run_1/met3.png
Scale: 3 px per um.
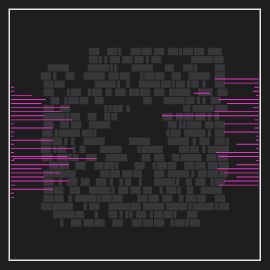
run_1/drive_strength.png
Scale: 4 px per um.
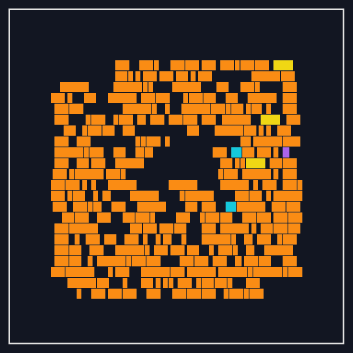
run_1/wire_density.png
Scale: 4 px per um. 17 x 17 tiles, from white (low) to dark blue (high), scaled to the fullest tile. Values are wire area over tile area, all layers added.
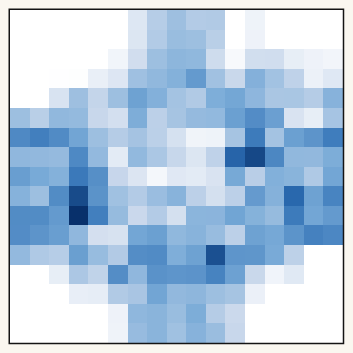
run_1/final_placement.png
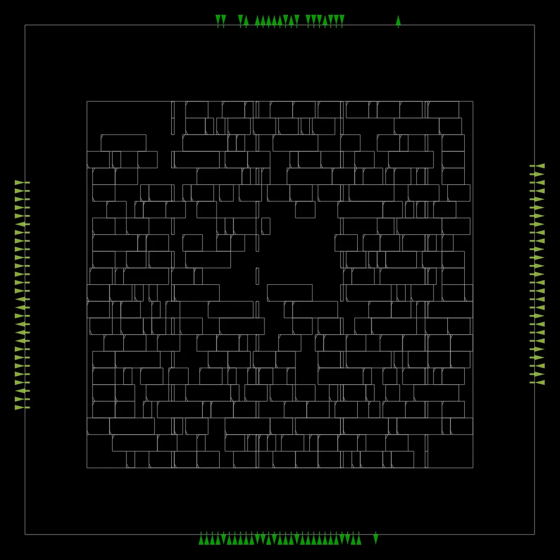
`src/rtl/ripple_carry_add_sub.sv`:
```
// ripple_carry_add_sub
//
// Ripple-carry adder/subtractor with a registered {Z,C,N,V} flag register.
// It is the arithmetic core for PC updates and the branch-compare path.
//
// Ports:
//   clk        in   1      rising-edge clock
//   rst        in   1      synchronous active-high reset (clears flags)
//   Cin        in   1      0 = add (A + B), 1 = subtract (A + ~B + 1)
//   A, B       in   WIDTH  operands
//   flag_en    in   1      capture flags of the current inputs at next edge
//   S          out  WIDTH  sum/difference, modulo 2^WIDTH
//   Cout       out  1      carry out of bit WIDTH-1
//   ZCNVFlags  out  4      registered flags, bit 3 = Z, 2 = C, 1 = N, 0 = V
//
// Build option:
//   RCA_OUTPUT_REG_EN  when defined, S and Cout are registered every cycle
//                      and cleared by rst. Flags are always taken from the
//                      pre-register result, so they stay aligned with S.
//
// No handshake: inputs are consumed every cycle; flag_en is a plain
// capture strobe with no back-pressure.

module ripple_carry_add_sub #(
    parameter int WIDTH = 32
) (
    input  logic             clk,
    input  logic             rst,
    input  logic             Cin,
    input  logic [WIDTH-1:0] A,
    input  logic [WIDTH-1:0] B,
    input  logic             flag_en,
    output logic [WIDTH-1:0] S,
    output logic             Cout,
    output logic [3:0]       ZCNVFlags
);

    logic [WIDTH:0]   carry;
    logic [WIDTH-1:0] b_eff;
    logic [WIDTH-1:0] sum;
    logic             flag_z;
    logic             flag_c;
    logic             flag_n;
    logic             flag_v;

    // Full-adder chain, bit 0 to bit WIDTH-1. Inverting B with Cin and
    // feeding Cin in as carry 0 turns the adder into A + ~B + 1.
    always_comb begin
        carry    = '0;
        b_eff    = '0;
        sum      = '0;
        carry[0] = Cin;
        for (int i = 0; i < WIDTH; i++) begin
            b_eff[i]   = B[i] ^ Cin;
            sum[i]     = A[i] ^ b_eff[i] ^ carry[i];
            carry[i+1] = (A[i] & b_eff[i]) | (carry[i] & (A[i] ^ b_eff[i]));
        end
    end

    // For subtract the raw carry is the inverse of a borrow, so XOR with
    // Cin makes C mean "carry" on add and "borrow" (A < B unsigned) on sub.
    assign flag_z = (sum == '0);
    assign flag_c = carry[WIDTH] ^ Cin;
    assign flag_n = sum[WIDTH-1];
    assign flag_v = carry[WIDTH] ^ carry[WIDTH-1];

    always_ff @(posedge clk) begin
        if (rst) begin
            ZCNVFlags <= 4'b0000;
        end else if (flag_en) begin
            ZCNVFlags <= {flag_z, flag_c, flag_n, flag_v};
        end
    end

`ifdef RCA_OUTPUT_REG_EN
    always_ff @(posedge clk) begin
        if (rst) begin
            S    <= '0;
            Cout <= 1'b0;
        end else begin
            S    <= sum;
            Cout <= carry[WIDTH];
        end
    end
`else
    assign S    = sum;
    assign Cout = carry[WIDTH];
`endif

endmodule

```
`config.mk`:
```
export PLATFORM = sky130hd
export DESIGN_NAME = ripple_carry_add_sub
export DESIGN_NICKNAME = d
export VERILOG_FILES = /design/src/rtl/ripple_carry_add_sub.sv
export SDC_FILE = /design/constraint.sdc
export NUM_CORES = 1
export LEC_CHECK = 0
export ABC_AREA = 0
export CORE_MARGIN = 10
export CORE_UTILIZATION = 35
export DETAILED_ROUTE_END_ITERATION = 8
export PLACE_DENSITY = 0.83
export SLEW_MARGIN = 15
export SYNTH_ARGS = -nofsm -noshare
export SYNTH_HDL_FRONTEND = slang
export SYNTH_SLANG_ARGS = --single-unit
```
`constraint.sdc`:
```
create_clock -name clk -period 25.4 [get_ports clk]
set_clock_uncertainty 0.15 [all_clocks]
set_input_delay 5.08 -clock clk [delete_from_list [all_inputs] [get_ports clk]]
set_output_delay 5.08 -clock clk [all_outputs]
set_load 0.02 [all_outputs]
```
==> writeup.txt, run 1 <==
The net count of the finished layout is 361, and the peak clock frequency supported by timing is 40.4 MHz. Counting flops per register, the top entry is ZCNVFlags. For the worst-skew pair, the clock arrives at the later sink with an insertion delay of 220 ps. The run gives 0 for the total global routing overflow. The switching power share of the total came out at 0.445. The worst register-to-register path begins at ZCNVFlags[2]. Of all nets on the critical path, the largest fanout is 3.

The part of the power in registers was 0.056. Multiplexer share of the synthesized area: 0.0215. The standby leakage power was 1.14 nW.

The most used flip-flop cell after synthesis is sky130_fd_sc_hd__dfxtp_1. The worst-case IR drop observed on VDD is 0.0000260 V. The flow ran to the end, and the final reports show no timing, DRC or antenna violations.

The run gives 0.0116 for the area fraction in compound gates after synthesis. The die span in x came out at 83.2 um. The flip-flop count of the largest register, all copies and words added was 4. Summing all multi-input logic gate instances after layout gives 1050 um2. The combinational fraction of design power was 0.840. Per STA, the highest per-stage delay on the worst path measures 640 ps. The met1 usage was 0.141; the worst-case reg-to-reg path depth was 2. Among the stages of the critical path, the cell type that occurs most often is sky130_fd_sc_hd__fa_1.

TritonCTS built the clock tree. At the end of routability-driven placement, the weighted congestion stood at 0.796. Met2 global-route usage: 0.242. By area the synthesized netlist is led by sky130_fd_sc_hd__fa_1 (44%), sky130_fd_sc_hd__xnor2_1 (19%), sky130_fd_sc_hd__inv_1 (16%), sky130_fd_sc_hd__dfxtp_1 (5.7%), sky130_fd_sc_hd__nand4_1 (2.2%). The number of global-route vias before repair came out at 1545.

The worst register-to-register path has a setup slack of 24610 ps. The run gives 1 for the count of H-tree levels built during CTS. The synthesized design contains 0 enable-type register cells.

The sequential share of cell area is 0.0318. Hold-check failures listed in the final report amount to 0. The run gives 83.2 um for the die extent in y.

The largest registers in the layout are ZCNVFlags x4. The commonest cells after synthesis are sky130_fd_sc_hd__inv_1 (61), sky130_fd_sc_hd__fa_1 (31), sky130_fd_sc_hd__xnor2_1 (31). The register bit total from synthesis was 4. Across the whole layout, storage elements account for 80.1 um2. The ratio of cells with drive above 1 in the final layout was 0.0231. The largest cell class by area was multi-input combinational cells.

The number of I/O pins is 105, and the tally of yosys warning messages is 0. Total clock sinks: 4. Fraction of post-synthesis cell area in the top cell type by area: 0.444.

Summing every instance area after synthesis gives 1400 um2. Per STA, the worst path accumulates the most delay in the family adder cells. The run gives 256 for the post-synthesis net count. At the pin with the least slew margin, the transition time is 395 ps.

At the placement stage, the worst setup path has a slack of 343 ps. Startpoint-to-endpoint class of the critical path: input pin to output port. The logs give 0.0573 for the register share after synthesis and 308 for the number of standard cells in the layout, taps in and fillers out. The completed layout was analyzed and its total power is 0.129 mW.

Summed over all nets, the switching power comes to 0.0574 mW. The leading area contributor after synthesis is sky130_fd_sc_hd__fa_1. The fraction of the mapped netlist area in adder cells works out to 0.444.

The critical path in the final layout is reported with a setup slack of 620 ps. The end point of the most critical hold path was ZCNVFlags[2]. The number of nets still failing antenna checks after routing was 0; the fraction of synthesized cell area in xor and xnor cells was 0.213. By instance count, the leading cell after synthesis is sky130_fd_sc_hd__inv_1.
-- met3.png (at the start) --
longest straight run: 32.0 um
main direction: horizontal
wire length on this layer: 516 um
number of vias in the routed layout: 1315
met3 global-route usage: 0.0576
detailed-route wire length: 4680 um

-- drive_strength.png (at the start) --
[drive 6 and up] yellow | cells: 3 | share: 1.2%
[drive 1 or less] orange | cells: 254 | share: 98%
[drive 3 to 4] cyan | cells: 2 | share: 0.77%
[drive 2] purple | cells: 1 | share: 0.38%
count of plain and timing-repair buffers: 106
growth of design area from synthesis to finish: 80.2%

-- wire_density.png (at the start) --
emptiest ninth of the die: north-west
nearly empty tiles: 23%
mean over tiles: 0.11
tiles over half the peak: 22%
fullest tile: 0.36
routed wire length per instance: 15.2 um
global routing usage summed across all routing layers: 0.133

-- final_placement.png (at the start) --
number of well taps: 48
placeable core region: 3770 um2

[run 1: routing by layer]
metal,share of wire,wire length [um],up-vias
met3,0.11,515,0
met1,0.35,1660,614
met5,0,0,-
li1,-,-,644
met2,0.53,2500,57
met4,0,0,0
[run 1: power groups by stage]
stage	Sequential, mW	Combinational (mW)	Clock, mW
after floorplan	0.00811	0.0568	0
after global placement	0.00732	0.108	0
after detailed placement	0.00733	0.110	0
after CTS	0.00730	0.111	0.0137
after global routing	0.00736	0.119	0.0144
final	0.00729	0.108	0.0133
[run 1: cells by family after synthesis]
| group | Yosys count |
|---|---|
| fa+ha+maj | 31 |
| flops | 4 |
| xor+xnor | 34 |
| compound gates | 2 |
| buf+inv | 67 |
| mux | 3 |
| simple gates | 16 |
run_1/cell_classes.png
Scale: 6 px per um.
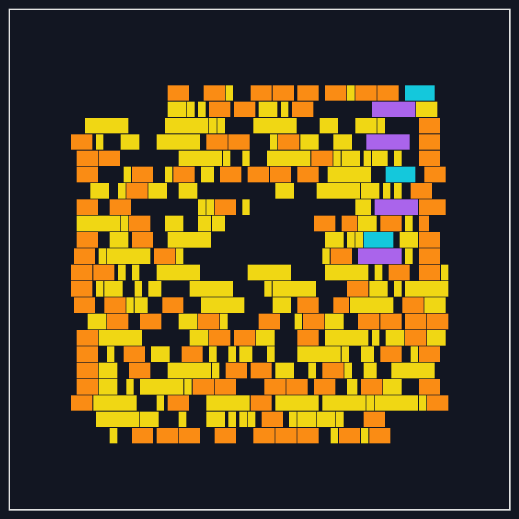

==> inputs of run 2 (changes only) <==
--- a/config.mk
+++ b/config.mk
@@ -8,6 +8,7 @@
 export ABC_AREA = 0
 export CORE_MARGIN = 10
 export CORE_UTILIZATION = 35
+export CTS_BUF_LIST = sky130_fd_sc_hd__clkbuf_4 sky130_fd_sc_hd__clkbuf_8
 export DETAILED_ROUTE_END_ITERATION = 8
 export PLACE_DENSITY = 0.83
 export SLEW_MARGIN = 15
==> constraint.sdc (replaced) <==
create_clock -name clk -period 25.4 [get_ports clk]
set_clock_uncertainty 0.15 [all_clocks]
set_input_delay 3.81 -clock clk [delete_from_list [all_inputs] [get_ports clk]]
set_output_delay 3.81 -clock clk [all_outputs]
set_load 0.01 [all_outputs]
run_2/cell_classes.png
Scale: 6 px per um.
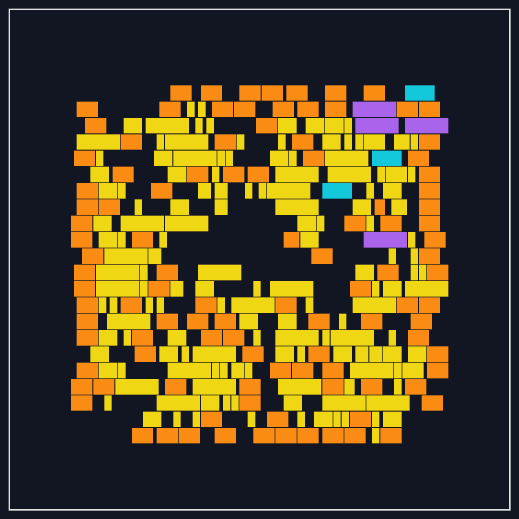
[other buffers and delay cells] orange | cells: 105
[cells driving clock nets] cyan | cells: 3
[all other logic] yellow | cells: 147
[flip-flops] purple | cells: 4
utilization after layout: 0.665
share of the final layout cell area in sequential cells: 0.0319
Std-Cell Rows: 22

==> writeup.txt, run 2 <==
The power per cell area works out to 46.2 nW/um2 (was 51.2 nW/um2). The ratio of cells with drive above 1 in the final layout works out to 0.0193 (was 0.0231). The area growth from synthesis to final layout is 79.5% (was 80.2%), and the final antenna diode count is 0 (unchanged). The run gives 304 (was 305) as the post-placement cell count. The launching element of the worst setup path is Cin (was B[0]). The type of element launching the critical path is an input pin (unchanged). The tools report the endpoint of the worst setup timing path as S[31] (was Cout). With the total global routing overflow at 0 (unchanged), the number of max-capacitance violations reported is 0 (unchanged). The worst hold path startpoint is ZCNVFlags[2] (unchanged). Mean instance size in the synthesized netlist: 8.90 um2 (unchanged).

For the cell area after placement, the log shows 2470 um2 (about the same). The cell seen most often among critical-path stages is sky130_fd_sc_hd__fa_1 (unchanged). The power in the clock group was 0.0133 mW (about the same); the average wire length per cell after detail routing was 14.6 um (was 15.2 um). The wire length of the first global-routing pass was 7650 um (was 7750 um); the vias per cell was 4.22 (was 4.27). Combinational fraction of design power: 0.822 (was 0.840). The data arrival time of the worst path is 18600 ps (was 19550 ps), and the met2 global-route usage is 0.235 (was 0.242). Final critical-path setup slack: 2840 ps (was 620 ps). For the peak clock frequency supported by timing, the log shows 44.3 MHz (was 40.4 MHz). The standby leakage power was 1.13 nW (was 1.14 nW). The tools report the global placement routability congestion as 0.800 (was 0.796). TritonCTS built the clock tree.

The die extent in y is 83.2 um (unchanged). Leading area contributor after synthesis: sky130_fd_sc_hd__fa_1 (unchanged). The slack of the worst reg-to-reg path came out at 24620 ps (was 24610 ps). For the latest clock arrival within the worst-skew pair, the log shows 220 ps (about the same).

The switching power was 0.0443 mW (was 0.0574 mW); the first-pass iteration count of the detailed router was 4 (unchanged). The global router's overall resource usage was 0.132 (was 0.133); the summed instance area of the synthesized netlist was 1400 um2 (unchanged). The setup violation total in the final timing report was 0 (unchanged).

For the number of nets still failing antenna checks after routing, the log shows 0 (unchanged). For the worst slack on hold paths, the log shows 328 ps (was 332 ps). The switching power share of the total was 0.382 (was 0.445); the detailed router's first-iteration violation count was 19 (was 18). The met2 routed wirelength is 2310 um (was 2500 um), and the number of standard cells in the layout, taps in and fillers out is 307 (was 308). The critical path depth in cells was 38 (was 37). The run gives 1680 um (was 1660 um) as the met1 layer wirelength in the final routing. Part of the power in registers: 0.063 (was 0.056). The run gives 0 (unchanged) for the number of antenna violations at the first check in global routing. The flow ran to the end, and the final reports show no timing, DRC or antenna violations.

The amount of wire on met3 after detailed routing is 498 um (was 515 um), and the peak supply drop is 0.0000221 V (was 0.0000260 V). Placeable core region: 3770 um2 (unchanged). The run gives 0 (unchanged) for the number of pins exceeding their max-slew limit in the final report.

For the clock network power share, the log shows 0.115 (was 0.103). The tools report the number of design rule violations left after detail routing as 0 (unchanged). The tools report the net count of the finished layout as 360 (was 361).

The post-cts gate resize count came out at 0 (unchanged). Number of global-route vias before repair: 1519 (was 1545). The run gives 4 (unchanged) for the flip-flop count of the largest register, all copies and words added. End point of the most critical hold path: ZCNVFlags[2] (unchanged). The logs give 4 (unchanged) for the total clock sinks and 4200 um (was 4340 um) for the sum of net half-perimeters after detailed placement.

With the share of async-settable or async-resettable flops after synthesis at 0 (unchanged), the maximum fanout count along the critical path is 20 (was 3). With the number of cells traversed by the worst hold path at 2 (unchanged), the power of the sequential group is 0.00729 mW (about the same). Largest registers in the final layout: ZCNVFlags x4 (unchanged). The setup slack at placement was 2700 ps (was 343 ps). The run gives 0 (unchanged) for the tally of yosys warning messages. The run gives 0.0573 (unchanged) as the register share after synthesis. The total CTS buffers came out at 3 (unchanged).

The met1 usage came out at 0.141 (about the same). The run gives 4 (unchanged) for the register bit total from synthesis. The most flop-heavy register was ZCNVFlags (unchanged).

The run gives 21 (was 19) for the maximum number of pins on one net before global-route repair. Count of H-tree levels built during CTS: 1 (unchanged). The highest-delay cell along the critical path was sky130_fd_sc_hd__clkdlybuf4s50_1 (unchanged).

Highest metal layer used by the detailed router: met3 (unchanged). The tools report the final-layout setup total negative slack as 0 ps (unchanged). The worst hold path class is flip-flop to flip-flop (unchanged). The tools report the total chip power as 0.116 mW (was 0.129 mW).

The startpoint-to-endpoint class of the critical path was input pin to output port (unchanged). Top cells by area, synth: sky130_fd_sc_hd__fa_1 (44%), sky130_fd_sc_hd__xnor2_1 (19%), sky130_fd_sc_hd__inv_1 (16%), sky130_fd_sc_hd__dfxtp_1 (5.7%), sky130_fd_sc_hd__nand4_1 (2.2%) (unchanged). With the setup fix buffers added after clock tree synthesis at 0 (unchanged), the post-synthesis net count is 256 (unchanged). The run gives 83.2 um (unchanged) for the die span in x.

Main flop type after synthesis: sky130_fd_sc_hd__dfxtp_1 (unchanged). The most numerous cell in the Yosys netlist is sky130_fd_sc_hd__inv_1 (unchanged). Port buffer count: 104 (unchanged). The count of flip-flops with a built-in enable after synthesis was 0 (unchanged). With the transition time at the pin with the least slew margin at 383 ps (was 395 ps), the combined buffer and inverter count along the critical path is 6 (was 5). The fraction of post-synthesis cell area in the top cell type by area was 0.444 (unchanged). The largest power group was combinational logic (unchanged).

The startpoint of the lowest-slack register-to-register path is ZCNVFlags[2] (unchanged). The tools report the count of final hold-check violations as 0 (unchanged). The category of the worst setup path capture point was an output port (unchanged).

For the number of I/O pins, the log shows 105 (unchanged). Commonest cells in the synthesized netlist: sky130_fd_sc_hd__inv_1 (61), sky130_fd_sc_hd__fa_1 (31), sky130_fd_sc_hd__xnor2_1 (31) (unchanged). The worst-case reg-to-reg path depth is 2 (unchanged), and the power dissipated in combinational cells is 0.0952 mW (was 0.108 mW). The category of cells accounting for the largest share of critical-path delay is adder cells (unchanged). The largest incremental delay on the critical path is 520 ps (was 640 ps).
run_2/met3.png
Scale: 3 px per um.
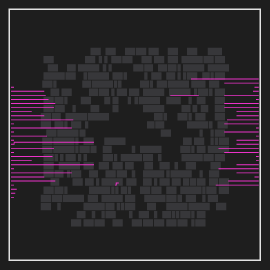
longest straight run: 27.4 um
share of all routed wire: 11%
main direction: horizontal
wire length on this layer: 498 um
nets with wire on the layer: 57
met3 global-route usage: 0.0654
detailed-route wire length: 4490 um
number of vias in the routed layout: 1295

## run 2: cell families (layout without fill, tap and decap cells)
kind of cell,after synthesis,in the layout,synth area share
buffers and inverters,67,169,0.188
AND-OR/OR-AND,2,2,0.0116
adder cells (fa/ha/maj),31,31,0.444
multiplexers,3,3,0.0215
flip-flops,4,4,0.0573
XOR/XNOR,34,34,0.213
AND/OR/NAND/NOR,16,16,0.0645
## run 2: worst min-delay path, cell delays in order, from the launching register on
cell and delay, ps:
sky130_fd_sc_hd__dfxtp_1 300, sky130_fd_sc_hd__nor2_1 80, sky130_fd_sc_hd__a211oi_1 50
## run 2: area by class of cell
type / instances / area [um2]
clock buffers: 3 / 41.3
fillers: 328 / 1260
inverters: 61 / 229
multi-input cells: 86 / 1050
flip-flops and latches: 4 / 80.1
well taps: 48 / 60.1
repair buffers: 105 / 1040
run_2/final_placement.png
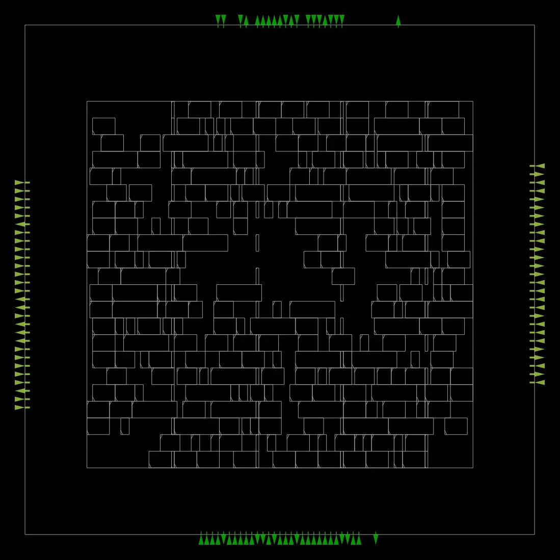

==> inputs of run 3 (changes only) <==
--- a/config.mk
+++ b/config.mk
@@ -7,10 +7,10 @@
 export LEC_CHECK = 0
 export ABC_AREA = 0
 export CORE_MARGIN = 10
-export CORE_UTILIZATION = 35
+export CORE_UTILIZATION = 38
 export CTS_BUF_LIST = sky130_fd_sc_hd__clkbuf_4 sky130_fd_sc_hd__clkbuf_8
 export DETAILED_ROUTE_END_ITERATION = 8
-export PLACE_DENSITY = 0.83
+export PLACE_DENSITY = 0.89
 export SLEW_MARGIN = 15
 export SYNTH_ARGS = -nofsm -noshare
 export SYNTH_HDL_FRONTEND = slang
==> constraint.sdc (replaced) <==
create_clock -name clk -period 27.8 [get_ports clk]
set_clock_uncertainty 0.15 [all_clocks]
set_input_delay 4.17 -clock clk [delete_from_list [all_inputs] [get_ports clk]]
set_output_delay 4.17 -clock clk [all_outputs]
set_load 0.01 [all_outputs]
run_3/final_placement.png
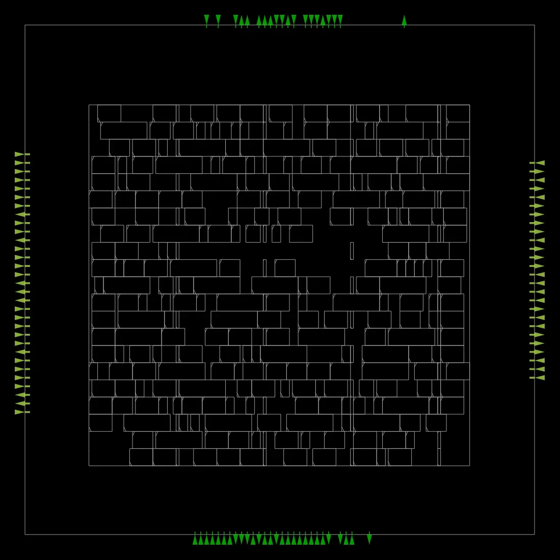
number of well taps: 46
# fillers: 288
share of the final layout cell area in sequential cells: 0.0320
Std-Cell Rows: 21
Final Instance Count excl. Fillers: 305

==> writeup.txt, run 3 <==
The run gives 3440 um2 (was 3770 um2) as the placeable core region. The total clock sinks is 4 (unchanged). The run gives 12 (was 19) as the detailed router's first-iteration violation count.

For the amount of wire on met3 after detailed routing, the log shows 478 um (was 498 um). Startpoint-to-endpoint class of the critical path: input pin to output port (unchanged). The run gives 0 (unchanged) as the number of antenna violations at the first check in global routing. The tools report the power dissipated in combinational cells as 0.0875 mW (was 0.0952 mW). The vias per cell works out to 4.36 (was 4.22). The run gives 0 ps (unchanged) as the final-layout setup total negative slack. With the power per cell area at 42.4 nW/um2 (was 46.2 nW/um2), the net count of the finished layout is 360 (unchanged). The worst hold path class was flip-flop to flip-flop (unchanged).

The number of cells traversed by the worst hold path was 1 (was 2). The most numerous cell in the Yosys netlist was sky130_fd_sc_hd__inv_1 (unchanged). The fraction of synthesized cell area in xor and xnor cells came out at 0.213 (unchanged).

Setup repair after global routing left no endpoint under its margin. The switching power is 0.0410 mW (was 0.0443 mW), and the summed instance area of the synthesized netlist is 1400 um2 (unchanged). For the maximum number of pins on one net before global-route repair, the log shows 34 (was 21). TritonCTS built the clock tree. The tool warning count came out at 26 (unchanged). With the number of design rule violations left after detail routing at 0 (unchanged), the number of I/O pins is 105 (unchanged). The run gives 0 (unchanged) for the setup violation total in the final timing report. With the ratio of cells with drive above 1 in the final layout at 0.0193 (unchanged), the count of flip-flops with a built-in enable after synthesis is 0 (unchanged).

The run gives 1680 um (about the same) as the met1 layer wirelength in the final routing. The sum of net half-perimeters after detailed placement is 4270 um (was 4200 um), and the area fraction in compound gates after synthesis is 0.0116 (unchanged). For the total chip power, the log shows 0.106 mW (was 0.116 mW). The run gives 3 (unchanged) as the total CTS buffers.

For this run, the top clock speed supported by timing is 43.3 MHz. The share of async-settable or async-resettable flops after synthesis works out to 0 (unchanged). The wire length of the first global-routing pass came out at 7290 um (was 7650 um). With the setup fix buffers added after clock tree synthesis at 0 (unchanged), the part of the power in registers is 0.063 (about the same). The power of the sequential group was 0.00669 mW (was 0.00729 mW). The tally of yosys warning messages is 0 (unchanged), and the worst-case reg-to-reg path depth is 2 (unchanged). With the average wire length per cell after detail routing at 15.1 um (was 14.6 um), the switching power share of the total is 0.385 (was 0.382). Final core area utilization: 0.728 (was 0.665). The multiplexer share of the synthesized area was 0.0215 (unchanged).

For the post-cts gate resize count, the log shows 0 (unchanged). Main flop type after synthesis: sky130_fd_sc_hd__dfxtp_1 (unchanged). The logs give 0 (unchanged) for the total global routing overflow and 1.13 nW (unchanged) for the standby leakage power. The cell seen most often among critical-path stages was sky130_fd_sc_hd__fa_1 (unchanged). The met2 routed wirelength is 2440 um (was 2310 um). The run gives 0.0000211 V (was 0.0000221 V) for the peak supply drop. The area growth from synthesis to final layout was 79.3% (was 79.5%). The maximum fanout count along the critical path is 33 (was 20), and the combined buffer and inverter count along the critical path is 6 (unchanged). The global placement routability congestion was 0.767 (was 0.800); the count of final hold-check violations was 0 (unchanged). The transition time at the pin with the least slew margin works out to 528 ps (was 383 ps). The combinational fraction of design power came out at 0.823 (was 0.822).

The clock network power share is 0.114 (was 0.115). The category of cells accounting for the largest share of critical-path delay is adder cells (unchanged). The setup slack at placement was 4600 ps (was 2700 ps); the final antenna diode count was 0 (unchanged). With the met2 global-route usage at 0.265 (was 0.235), the chip area from the yosys synthesis statistics is 1400 um2 (unchanged). Largest registers in the final layout: ZCNVFlags x4 (unchanged).

The tools report the post-placement cell count as 302 (was 304). The main kind of combinational logic by area is adder cells (unchanged). Commonest cells in the synthesized netlist: sky130_fd_sc_hd__inv_1 (61), sky130_fd_sc_hd__fa_1 (31), sky130_fd_sc_hd__xnor2_1 (31) (unchanged). With the mean instance size in the synthesized netlist at 8.90 um2 (unchanged), the post-synthesis net count is 256 (unchanged). The leading area contributor after synthesis is sky130_fd_sc_hd__fa_1 (unchanged). The flow ran to the end, and the final reports show no timing, DRC or antenna violations. With the worst slack on hold paths at 332 ps (was 328 ps), the number of max-capacitance violations reported is 0 (unchanged). The data arrival time of the worst path was 18750 ps (was 18600 ps). The largest power group was combinational logic (unchanged). For the power in the clock group, the log shows 0.0121 mW (was 0.0133 mW).

The category of the worst setup path capture point is an output port (unchanged). The final critical-path setup slack was 4730 ps (was 2840 ps). The cell area after placement came out at 2460 um2 (was 2470 um2).

For the register share after synthesis, the log shows 0.0573 (unchanged). The critical path depth in cells came out at 38 (unchanged). The logs give 1 (unchanged) for the count of H-tree levels built during CTS and 1529 (was 1519) for the number of global-route vias before repair. The highest metal layer used by the detailed router is met4 (was met3).

Type of element launching the critical path: an input pin (unchanged). The run gives 4 (unchanged) for the register bit total from synthesis. The flip-flop count of the largest register, all copies and words added came out at 4 (unchanged). The highest-delay cell along the critical path was sky130_fd_sc_hd__clkdlybuf4s50_1 (unchanged). With the post-synthesis share of cell area spent on and, or, nand and nor gates at 0.0645 (unchanged), the port buffer count is 104 (unchanged). The latest clock arrival within the worst-skew pair was 210 ps (was 220 ps).

The run gives 80.6 um (was 83.2 um) for the die span in x.
run_3/met3.png
Scale: 3 px per um.
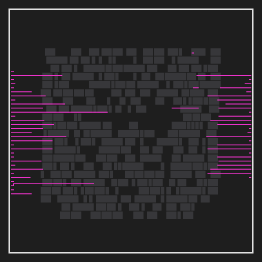
share of all routed wire: 10%
wire length on this layer: 478 um
nets with wire on the layer: 58
longest straight run: 32.0 um
main direction: horizontal
number of vias in the routed layout: 1330
detailed-route wire length: 4610 um
met3 global-route usage: 0.0523

-- run 3: cell counts after synthesis --
Identical to the previous run, type by type.
-- run 3: cell type report --
class,count,area [um2],area share
well taps,46,57.6,0.0230
multi-input cells,86,1050,0.421
inverters,61,229,0.0914
clock buffers,3,41.3,0.0165
repair buffers,105,1040,0.416
flip-flops and latches,4,80.1,0.0320
-- run 3: path summary, 6_finish.rpt --
kind	startpoint	endpoint	slack, ps
worst min-delay path	ZCNVFlags[3]	ZCNVFlags[3]	330
worst max-delay path	Cin	S[31]	4730
worst min register to register	ZCNVFlags[3]	ZCNVFlags[3]	330
worst max register to register	ZCNVFlags[2]	ZCNVFlags[2]	27000
Power is estimated from default activity; no workload was simulated.
